`config.mk`:
```
export PLATFORM = sky130hd
export DESIGN_NAME = lockstep_data_responder
export DESIGN_NICKNAME = d
export VERILOG_FILES = /design/src/rtl/lockstep_pkg.sv /design/src/rtl/lockstep_req_cmp.sv /design/src/rtl/lockstep_data_responder.sv
export SDC_FILE = /design/constraint.sdc
export NUM_CORES = 1
export LEC_CHECK = 0
export CAP_MARGIN = 20
export CORE_AREA = 2 2 128 130
export CTS_CLUSTER_DIAMETER = 200
export DETAILED_ROUTE_END_ITERATION = 16
export DIE_AREA = 0 0 130 132
export PLACE_DENSITY = 0.76
export SLEW_MARGIN = 20
export SYNTH_ARGS = -nofsm -noshare
export SYNTH_HDL_FRONTEND = slang
export SYNTH_SLANG_ARGS = --single-unit
export TNS_END_PERCENT = 50
```
`constraint.sdc`:
```
create_clock -name clk_i -period 2.32 [get_ports clk_i]
set_input_delay 0.348 -clock clk_i [delete_from_list [all_inputs] [get_ports clk_i]]
set_output_delay 0.348 -clock clk_i [all_outputs]
set_load 0.02 [all_outputs]
```
`src/rtl/lockstep_pkg.sv`:
```
// Shared types for the lockstep data responder: FSM states and the
// normalised request record compared between the two cores.
package lockstep_pkg;

    // Requests are zero-extended into fixed-width records so one comparator
    // type serves every ADDR_WIDTH/DATA_WIDTH up to these limits.
    localparam int unsigned REQ_ADDR_MAX = 64;
    localparam int unsigned REQ_DATA_MAX = 64;
    localparam int unsigned BE_WIDTH     = REQ_DATA_MAX / 8;

    typedef enum logic [1:0] {
        IDLE,
        SYNC,
        MEM,
        RESP
    } state_e;

    typedef struct packed {
        logic                    we;
        logic [BE_WIDTH-1:0]     be;
        logic [REQ_ADDR_MAX-1:0] addr;
        logic [REQ_DATA_MAX-1:0] wdata;
    } req_t;

endpackage

```
`src/rtl/lockstep_req_cmp.sv`:
```
// Combinational agreement check between the primary and shadow requests.
// Write data only takes part when the access is a write.
module lockstep_req_cmp
    import lockstep_pkg::*;
(
    input  req_t a_i,
    input  req_t b_i,
    output logic match_o
);

    // Control fields must always agree; wdata only matters for writes.
    always_comb begin
        match_o = (a_i.we == b_i.we) && (a_i.be == b_i.be) && (a_i.addr == b_i.addr) &&
                  (!a_i.we || (a_i.wdata == b_i.wdata));
    end

endmodule

```
`src/rtl/lockstep_data_responder.sv`:
```
// Responder for a lockstep core pair: waits for both data requests (bounded
// skew), compares them, performs one memory access on agreement and returns
// an identical response to both cores. Disagreement suppresses the access.
module lockstep_data_responder
    import lockstep_pkg::*;
#(
    parameter int ADDR_WIDTH = 32,
    parameter int DATA_WIDTH = 32,
    parameter int SKEW_MAX   = 4,
    parameter int CNT_WIDTH  = 16
) (
    input  logic                    clk_i,
    input  logic                    rst_i,
    input  logic                    a_req_i,
    input  logic                    b_req_i,
    output logic                    a_gnt_o,
    output logic                    b_gnt_o,
    output logic                    a_rvalid_o,
    output logic                    b_rvalid_o,
    input  logic                    a_we_i,
    input  logic                    b_we_i,
    input  logic [DATA_WIDTH/8-1:0] a_be_i,
    input  logic [DATA_WIDTH/8-1:0] b_be_i,
    input  logic [ADDR_WIDTH-1:0]   a_addr_i,
    input  logic [ADDR_WIDTH-1:0]   b_addr_i,
    input  logic [DATA_WIDTH-1:0]   a_wdata_i,
    input  logic [DATA_WIDTH-1:0]   b_wdata_i,
    output logic [DATA_WIDTH-1:0]   a_rdata_o,
    output logic [DATA_WIDTH-1:0]   b_rdata_o,
    output logic                    a_err_o,
    output logic                    b_err_o,
    output logic                    mem_req_o,
    output logic                    mem_we_o,
    output logic [DATA_WIDTH/8-1:0] mem_be_o,
    output logic [ADDR_WIDTH-1:0]   mem_addr_o,
    output logic [DATA_WIDTH-1:0]   mem_wdata_o,
    input  logic [DATA_WIDTH-1:0]   mem_rdata_i,
    output logic                    mismatch_o,
    output logic                    skew_timeout_o,
    output logic [CNT_WIDTH-1:0]    mismatch_cnt_o
);

    localparam int unsigned BE_W = DATA_WIDTH / 8;
    localparam int unsigned SK_W = $clog2(SKEW_MAX + 1);

    state_e                 state_q, state_d;
    logic [SK_W-1:0]        skew_q, skew_d;
    logic                   lone_a_q, lone_a_d;
    logic                   quiet_q;
    logic                   rv_a_q, rv_a_d, rv_b_q, rv_b_d, err_q, err_d;
    logic                   we_q;
    logic [BE_W-1:0]        be_q;
    logic [ADDR_WIDTH-1:0]  addr_q;
    logic [DATA_WIDTH-1:0]  wdata_q;
    logic [CNT_WIDTH-1:0]   cnt_q;
    logic                   gnt_a, gnt_b, lat, mismatch, timeout, match, live;
    logic                   in_mem, in_resp;
    req_t                   req_a, req_b;

    // Normalise both cores' fields into comparator records.
    always_comb begin
        req_a = '{we: a_we_i, be: BE_WIDTH'(a_be_i), addr: REQ_ADDR_MAX'(a_addr_i),
                  wdata: REQ_DATA_MAX'(a_wdata_i)};
        req_b = '{we: b_we_i, be: BE_WIDTH'(b_be_i), addr: REQ_ADDR_MAX'(b_addr_i),
                  wdata: REQ_DATA_MAX'(b_wdata_i)};
    end

    lockstep_req_cmp u_cmp (
        .a_i     (req_a),
        .b_i     (req_b),
        .match_o (match)
    );

    // Requests are ignored while in reset and for the one quiet cycle after it.
    assign live = !rst_i && !quiet_q;

    // Next-state, grant and event decode.
    always_comb begin
        state_d  = state_q;
        skew_d   = skew_q;
        lone_a_d = lone_a_q;
        rv_a_d   = rv_a_q;
        rv_b_d   = rv_b_q;
        err_d    = err_q;
        gnt_a    = 1'b0;
        gnt_b    = 1'b0;
        lat      = 1'b0;
        mismatch = 1'b0;
        timeout  = 1'b0;
        if (live) begin
            case (state_q)
                IDLE, SYNC: begin
                    if (a_req_i && b_req_i) begin
                        gnt_a    = 1'b1;
                        gnt_b    = 1'b1;
                        lat      = 1'b1;
                        rv_a_d   = 1'b1;
                        rv_b_d   = 1'b1;
                        err_d    = !match;
                        mismatch = !match;
                        state_d  = match ? MEM : RESP;
                    end else if (state_q == IDLE) begin
                        if (a_req_i || b_req_i) begin
                            skew_d   = SK_W'(1);
                            lone_a_d = a_req_i;
                            state_d  = SYNC;
                        end
                    end else if (skew_q == SK_W'(SKEW_MAX)) begin
                        gnt_a    = lone_a_q;
                        gnt_b    = !lone_a_q;
                        rv_a_d   = lone_a_q;
                        rv_b_d   = !lone_a_q;
                        err_d    = 1'b1;
                        mismatch = 1'b1;
                        timeout  = 1'b1;
                        state_d  = RESP;
                    end else begin
                        skew_d = skew_q + SK_W'(1);
                    end
                end
                MEM:     state_d = RESP;
                RESP:    state_d = IDLE;
                default: state_d = IDLE;
            endcase
        end
    end

    // State, latched request fields and saturating mismatch counter.
    always_ff @(posedge clk_i) begin
        if (rst_i) begin
            state_q  <= IDLE;
            skew_q   <= '0;
            lone_a_q <= 1'b0;
            quiet_q  <= 1'b1;
            rv_a_q   <= 1'b0;
            rv_b_q   <= 1'b0;
            err_q    <= 1'b0;
            we_q     <= 1'b0;
            be_q     <= '0;
            addr_q   <= '0;
            wdata_q  <= '0;
            cnt_q    <= '0;
        end else begin
            state_q  <= state_d;
            skew_q   <= skew_d;
            lone_a_q <= lone_a_d;
            quiet_q  <= 1'b0;
            rv_a_q   <= rv_a_d;
            rv_b_q   <= rv_b_d;
            err_q    <= err_d;
            if (lat) begin
                we_q    <= a_we_i;
                be_q    <= a_be_i;
                addr_q  <= a_addr_i;
                wdata_q <= a_wdata_i;
            end
            if (mismatch && (cnt_q != '1)) begin
                cnt_q <= cnt_q + CNT_WIDTH'(1);
            end
        end
    end

    assign in_mem  = (state_q == MEM) && !rst_i;
    assign in_resp = (state_q == RESP) && !rst_i;

    assign a_gnt_o        = gnt_a;
    assign b_gnt_o        = gnt_b;
    assign mismatch_o     = mismatch;
    assign skew_timeout_o = timeout;
    assign mismatch_cnt_o = rst_i ? '0 : cnt_q;

    assign mem_req_o   = in_mem;
    assign mem_we_o    = in_mem && we_q;
    assign mem_be_o    = in_mem ? be_q : '0;
    assign mem_addr_o  = in_mem ? addr_q : '0;
    assign mem_wdata_o = in_mem ? wdata_q : '0;

    assign a_rvalid_o = in_resp && rv_a_q;
    assign b_rvalid_o = in_resp && rv_b_q;
    assign a_err_o    = in_resp && rv_a_q && err_q;
    assign b_err_o    = in_resp && rv_b_q && err_q;
    assign a_rdata_o  = (in_resp && !err_q && !we_q) ? mem_rdata_i : '0;
    assign b_rdata_o  = (in_resp && !err_q && !we_q) ? mem_rdata_i : '0;

endmodule
```
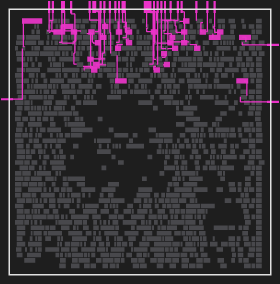
Fig. 1. Nets reached from selected ports (run 1).
Scale: 2 px per um.
Key: `b_addr_i` = magenta [bits 32, direction input, end cells 32, buffers 32, wire 776 um]
quantity of I/O buffers inserted on ports: 331
Boundary Pins: 332

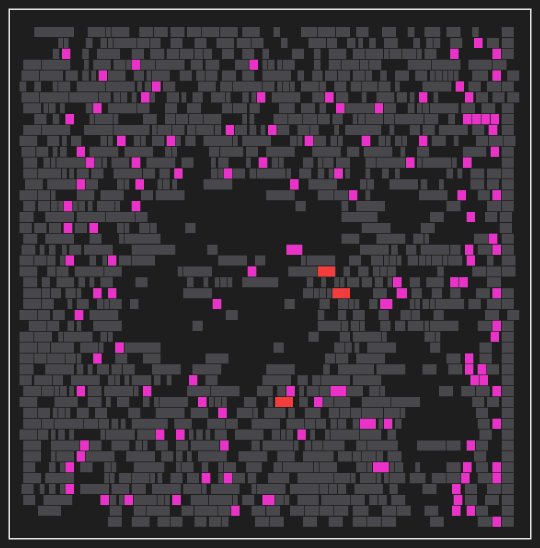
Fig. 2. Logic cells by family (run 1).
Scale: 4 px per um.
Key: adder and majority cells = red [cells 3, most used ha_1]; AND and OR gates = magenta [cells 117, most used and2_1, where widely spread]
Cell Count, Final, Fillers Out: 1273
proportion of cell area occupied by multi-input gates: 36.19%
most instantiated logic cell after routing: nand2_1

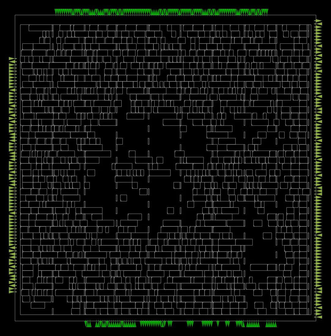
Fig. 3. Cell placement (run 1).
flop share of the area: 19.50%
Cell Rows: 46
tap cells: 216
final core utilization: 62.07%

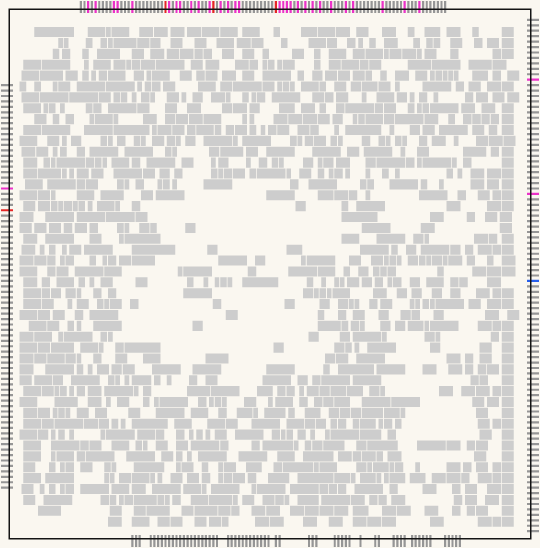
Fig. 4. I/O pins on the die edge (run 1).
Scale: 4 px per um. Pins as bars across the die edge, other pins in gray.
Key: `a_gnt_o` = blue [pins 1, direction output, edge right]; `b_be_i` = red [pins 4, direction input, edge 3 top, 1 left]; `b_addr_i` = magenta [pins 32, direction input, edge 29 top, 2 right, 1 left]
die outline height: 132 um
Die X-Extent: 130 um

## run 1: through the flow
step | setup slack (ns) | total power, mW | area (um2) | hold slack, ns
final | -0.02259 | 3.899 | 9753 | 0.2378
after global routing | -0.08436 | 4.060 | 9753 | 0.2394
after CTS | -0.1175 | 3.925 | 9560 | 0.3095
after detailed placement | -0.8726 | 2.418 | 9158 | 0.4418
after global placement | -0.8417 | 2.410 | 9158 | 0.4364
after floorplan | 0.1958 | 1.943 | 5529 | 0.3757
## run 1: layout by cell type, fill, tap and decap left out, types with 17 or more instances in the layout
master / count
a21oi_1: 74
and2_1: 105
buf_4: 64
clkbuf_2: 22
clkdlybuf4s50_1: 94
dfxtp_1: 95
dlygate4sd2_1: 141
dlymetal6s2s_1: 55
nand2_1: 154
nor2_1: 20
xnor2_1: 17
xor2_1: 34
## run 1: layout make-up
cell class                 instances  area [um2]  share of cell area [%]
timing repair buffer             400        3735                   38.29
multi-input combinational        542        3530                   36.19
sequential                        95        1902                   19.50
tap                              216       270.3                   2.771
clock buffer                      10       239.0                   2.450
clock inverter                     5       58.81                  0.6030
inverter                           5       18.77                  0.1924
## run 1: what timing repair did
| item | CTS | global route |
|---|---|---|
| hold buffers | 0 | 0 |
| cloned | 1 | 0 |
| pin swaps | 27 | 46 |
| buffers inserted | 7 | 2 |
| resized | 231 | 148 |
| setup endpoints to repair | 155 | 26 |
## run 1: worst register-to-register path, stage by stage (launching register included)
cell and delay [ns]:
dfxtp_1 0.34, and3_1 0.20, and4_4 0.22, nand3_2 0.24
nor2_4 0.09, or3_4 0.38, nor3b_2 0.22, mux2_4 0.31
## run 1: layer usage
layer | wire (um) | share of wire, %
met5 | 27 | 0.13
met1 | 7578 | 38
met4 | 552 | 2.7
met2 | 10430 | 52
met3 | 1561 | 7.7
## run 1: flip-flops by register name, indices dropped and copies added (netlist names)
register	flops
addr_q	32
state_q	2
wdata_q	32
quiet_q	1
we_q	1
cnt_q	16
rv_a_q	1
lone_a_q	1
rv_b_q	1
be_q	4
skew_q	3
err_q	1
## run 1: kinds of logic (layout without fill, tap and decap cells)
| logic type | Yosys count | in the layout |
|---|---|---|
| xor+xnor | 71 | 71 |
| compound gates | 94 | 94 |
| buf+inv | 80 | 420 |
| mux | 13 | 13 |
| fa+ha+maj | 3 | 3 |
| simple gates | 361 | 361 |
| flops | 95 | 95 |
## run 1: worst max path at each step
stage,depth (start not counted),to,from,slack (ns)
floorplan,5,mem_wdata_o[22],state_q[1],0.20
global placement,8,mismatch_o,a_wdata_i[31],-0.84
detailed placement,9,mismatch_o,a_we_i,-0.87
CTS,8,mismatch_o,a_wdata_i[30],-0.12
global route,8,mismatch_o,b_addr_i[7],-0.08
finish,9,mismatch_o,b_addr_i[12],-0.02
## run 1: power by group through the flow
stage          logic (mW)  clock network [mW]  registers (mW)
2_1_floorplan       0.229                   0            1.71
3_3_place_gp        0.691                   0            1.72
3_5_place_dp        0.698                   0            1.72
4_1_cts             0.700                1.54            1.68
5_1_grt             0.756                1.62            1.69
6_report            0.704                1.51            1.68
==> notes.md, run 1 <==
Observations from the implementation run.

Synth:
- The number of different library cells used by synthesis comes to approximately 40.
- The run puts the mux share of post-synthesis cell area at 2.716%.
- Counting instances in the post-synthesis netlist gives the leading cell types as 155 x nand2_1, 106 x and2_1, 95 x dfxtp_1, 74 x a21oi_1, 51 x xor2_1.
- The run gives the prevailing post-synth register cell as dfxtp_1.
- Among the non-sequential cells, simple AND/OR/NAND/NOR gates take the most area.
- The synthesized netlist devotes 33.58% of its cell area to simple gates.
- The synthesized design devotes to its leading area cell type 34.40% of total area.
- The run gives the cell with the most instances after synthesis as nand2_1.
- The largest total area in the synthesized netlist belongs to dfxtp_1.
- The run puts the cell count listed in synth_stat.txt at 717.

Hold path:
- The most critical min-delay path falls under in2reg.
- The run puts the depth of the worst hold-timing path at 3.
- The run gives the startpoint of the worst hold path as a_addr_i[12].

Worst setup path:
- By instance count, the cell type seen most on the critical path is buf_6.
- The run puts the longest individual stage delay on the worst path at 0.35 ns.
- The run gives the critical register-to-register path endpoint as cnt_q[9].
- The run gives the top cell family by delay on the critical path as simple AND/OR/NAND/NOR gates.
- The timing report shows that the slowest cell on the worst path is nor4_2.
- The worst register-to-register path begins at cnt_q[3].

Floorplanning:
- The run puts the overall chip area at 0.01716 mm2.

Final timing:
- The pin closest to its max-slew limit shows a slew of about 0.77 ns.
- The run gives the worst setup margin as -0.02259 ns.
- The run gives the time the final worst path needs with I/O delays and setup as 2.343 ns.
- The run puts the setup-violating endpoint count in the final report at 1.
- The run puts the total count of max-transition violations in the final report at 0.

Power and ir drop:
- In the power breakdown, the internal column shows 2.917 mW.
- Looking at the power breakdown, the clock network takes 38.8% of the total.
- The run gives the net switching power figure as 0.9823 mW.
- The leakage power in the latest report is 4.770 nW.
- The run puts the largest vdd supply drop at 0.3307 mV.

GRT:
- Global routing used between 20% and 30% of the available tracks.
- The run puts the fraction of met2 tracks used by global routing at 41.48%.

Run status:
- The run finished, with violations left.
- The final reports fail on negative setup slack.

Placement:
- For this run the detailed placement stage logged an HPWL of 15.24 mm.

Detailed routing:
- The run puts the violation count after the first detailed-routing iteration at 251.

Clock tree:
- The run gives the latest clock arrival within the worst-skew pair as 0.35 ns.
==> run 1 -> run 2 <==
--- a/config.mk
+++ b/config.mk
@@ -10,9 +10,10 @@
 export CTS_CLUSTER_DIAMETER = 200
 export DETAILED_ROUTE_END_ITERATION = 16
 export DIE_AREA = 0 0 130 132
-export PLACE_DENSITY = 0.76
+export PLACE_DENSITY = 0.81
 export SLEW_MARGIN = 20
 export SYNTH_ARGS = -nofsm -noshare
 export SYNTH_HDL_FRONTEND = slang
+export SYNTH_HIERARCHICAL = 1
 export SYNTH_SLANG_ARGS = --single-unit
 export TNS_END_PERCENT = 50
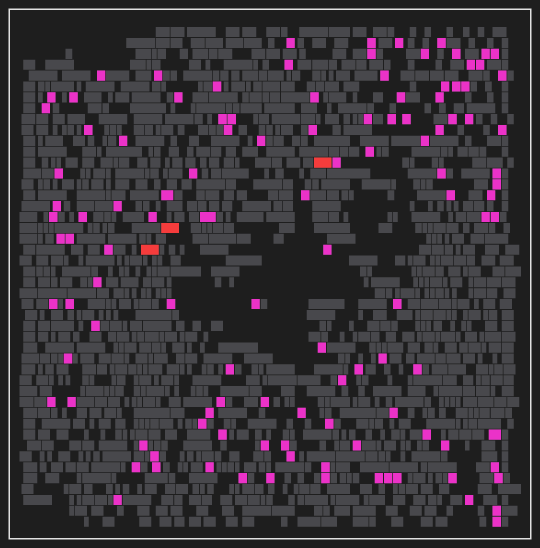
Fig. 5. Logic cells by family (run 2).
Scale: 4 px per um.
Key: adder and majority cells = red [cells 3, most used ha_1]; AND and OR gates = magenta [cells 115, most used and2_1, where widely spread]
proportion of cell area occupied by multi-input gates: 44.86%
Cell Count, Final, Fillers Out: 1516

==> notes.md, run 2 <==
Observations from the implementation run.

Placement:
- The run gives the minimum setup slack after placement as -1.149 ns.
- The run puts the detailed placement HPWL at 17.38 mm.
- As logged by OpenROAD, the buffers inserted on ports number 331.

Hold path:
- The type recorded for the worst min-delay path is in2reg.
- The run gives the depth of the worst hold-timing path as 3.

Final timing:
- Looking at the max-slew report, the worst-margin pin has a slew of approximately 0.81 ns.
- The run gives the final-layout worst hold slack as 0.2672 ns.
- The run puts the setup-violating endpoint count in the final report at 14.
- The run puts the total count of max-transition violations in the final report at 0.
- The run puts the worst setup margin at -0.3035 ns.

Floorplanning:
- The run gives the cell row count as 46.
- The chip occupies 0.01716 mm2.
- During I/O placement, the number of pins put on the boundary was ~330.
- The run gives the horizontal die size as roughly 130 um.

GRT:
- Summed over all routing layers, the global router reports a total usage of about a quarter.

Finish:
- Among logic cells in the layout, the one with the most instances is nand2_1.
- The run puts the area used by multi-input combinational logic at 0.004711 mm2.
- The run gives the footprint of the flip-flops and latches as 0.001903 mm2.
- The largest registers in the layout are addr_q (32), wdata_q (32), cnt_q (16).
- The library cells used most frequently in the layout, excluding fill and tap cells, are 153 x nand2_1, 140 x conb_1, 112 x clkbuf_2.

Synth:
- The biggest area contributor in the post-synthesis netlist is dfxtp_1.
- Among all flip-flop cells after synthesis, the most frequent one is dfxtp_1.
- Counting distinct cell types in the post-synthesis netlist gives 44.
- Per the synthesis report, the single largest cell type by area occupies 30.46% of cell area.
- The run gives the cell count listed in synth_stat.txt as ~800.

Run status:
- The checks that failed: negative setup slack.
- The flow ran to the end, but the final reports show violations.

Worst setup path:
- The most critical setup path has its endpoint at mismatch_o.
- The run gives the reg-to-reg critical path startpoint as skew_q[0].
- According to the timing report, the critical path is launched from a_wdata_i[25].
- The run gives the critical register-to-register path endpoint as skew_q[2].

Clock tree:
- The run puts the TritonCTS buffer count at 9.
- The run gives the cts-stage hold buffer count as 0.

Power and ir drop:
- The run gives the static leakage as ~4.8 nW.

Detailed routing:
- The run gives the violation count after the first detailed-routing iteration as 322.
run 2: cell types whose count changed after synthesis, moves of 4 or more:
| cell | change |
|---|---|
| nor3_1 | +8 |
| inv_1 | +5 |
| mux2_1 | -6 |
| nor3_2 | -4 |
| nand4_1 | +23 |
| xor2_1 | -28 |
| mux2_2 | +6 |
| a21oi_1 | +4 |
| xnor2_1 | +90 |
| nor3b_1 | +4 |
run 2: cells by family after synthesis:
kind of cell | after synthesis | synth area share [%]
buffers and inverters | 83 | 7.174
adder cells (fa/ha/maj) | 3 | 0.6013
XOR/XNOR | 133 | 18.66
AND/OR/NAND/NOR | 384 | 31.50
flip-flops | 95 | 30.46
other | 1 | 0.06006
AND-OR/OR-AND | 103 | 9.379
multiplexers | 12 | 2.164
run 2: metrics by stage:
stage | power, mW | std cells | setup TNS, ns | util, % | area, um2
2_1_floorplan | 2.102 | 953 | 0 | - | 6766
3_3_place_gp | 2.568 | 1492 | -16.99 | 66.75 | 10490
3_5_place_dp | 2.576 | 1492 | -20.23 | 66.75 | 10490
4_1_cts | 4.089 | 1514 | -3.534 | 68.78 | 10810
5_1_grt | 4.266 | 1516 | -4.063 | 66.83 | 10500
6_report | 4.091 | 1516 | -1.925 | 66.83 | 10500
run 2: power breakdown:
part / total [mW] / switching (mW) / internal, mW
clock network: 1.56 / 0.679 / 0.876
registers: 1.68 / 0.0190 / 1.66
logic: 0.854 / 0.386 / 0.468
run 2: metal layers:
layer / vias to the layer above / GRT usage (%) / routed length, um
met5: - / 0 / 0
met4: 0 / 9.080 / 550
met3: 34 / 5.682 / 1727
met2: 260 / 47.88 / 11920
met1: 3213 / 28.14 / 8366
li1: 3497 / - / -
run 2: how the worst min path moves through the flow:
stage                   to           from  slack, ns
2_1_floorplan      quiet_q          rst_i       0.38
3_3_place_gp    wdata_q[5]     wdata_q[5]       0.44
3_5_place_dp    addr_q[10]     addr_q[10]       0.44
4_1_cts        wdata_q[24]  a_wdata_i[24]       0.26
5_1_grt        wdata_q[24]  a_wdata_i[24]       0.29
6_report       wdata_q[24]  a_wdata_i[24]       0.27
run 2: repair_timing:
action | CTS | global route
pin swaps | 95 | 16
cloned | 0 | 1
endpoints found under the setup margin | 152 | 135
setup buffers | 7 | 2
gates resized | 355 | 258
run 2: cell type report:
class	instances	share of cell area, %
Clock inverter	5	0.6077
Inverter	10	0.3574
Sequential cell	95	18.12
Timing Repair Buffer	404	31.17
Tap cell	216	2.574
Clock buffer	11	2.311
Multi-Input combinational cell	775	44.86
run 2: worst max-delay path, stage by stage:
cell and delay, ns:
clkdlybuf4s15_2 0.21, xnor2_2 0.15, nand4_1 0.14, nor4_2 0.31, nand4_1 0.25, a2111oi_4 0.44, nand3_2 0.15, nand3_2 0.11
inv_2 0.05, buf_6 0.13
Power is estimated from default activity; no workload was simulated.
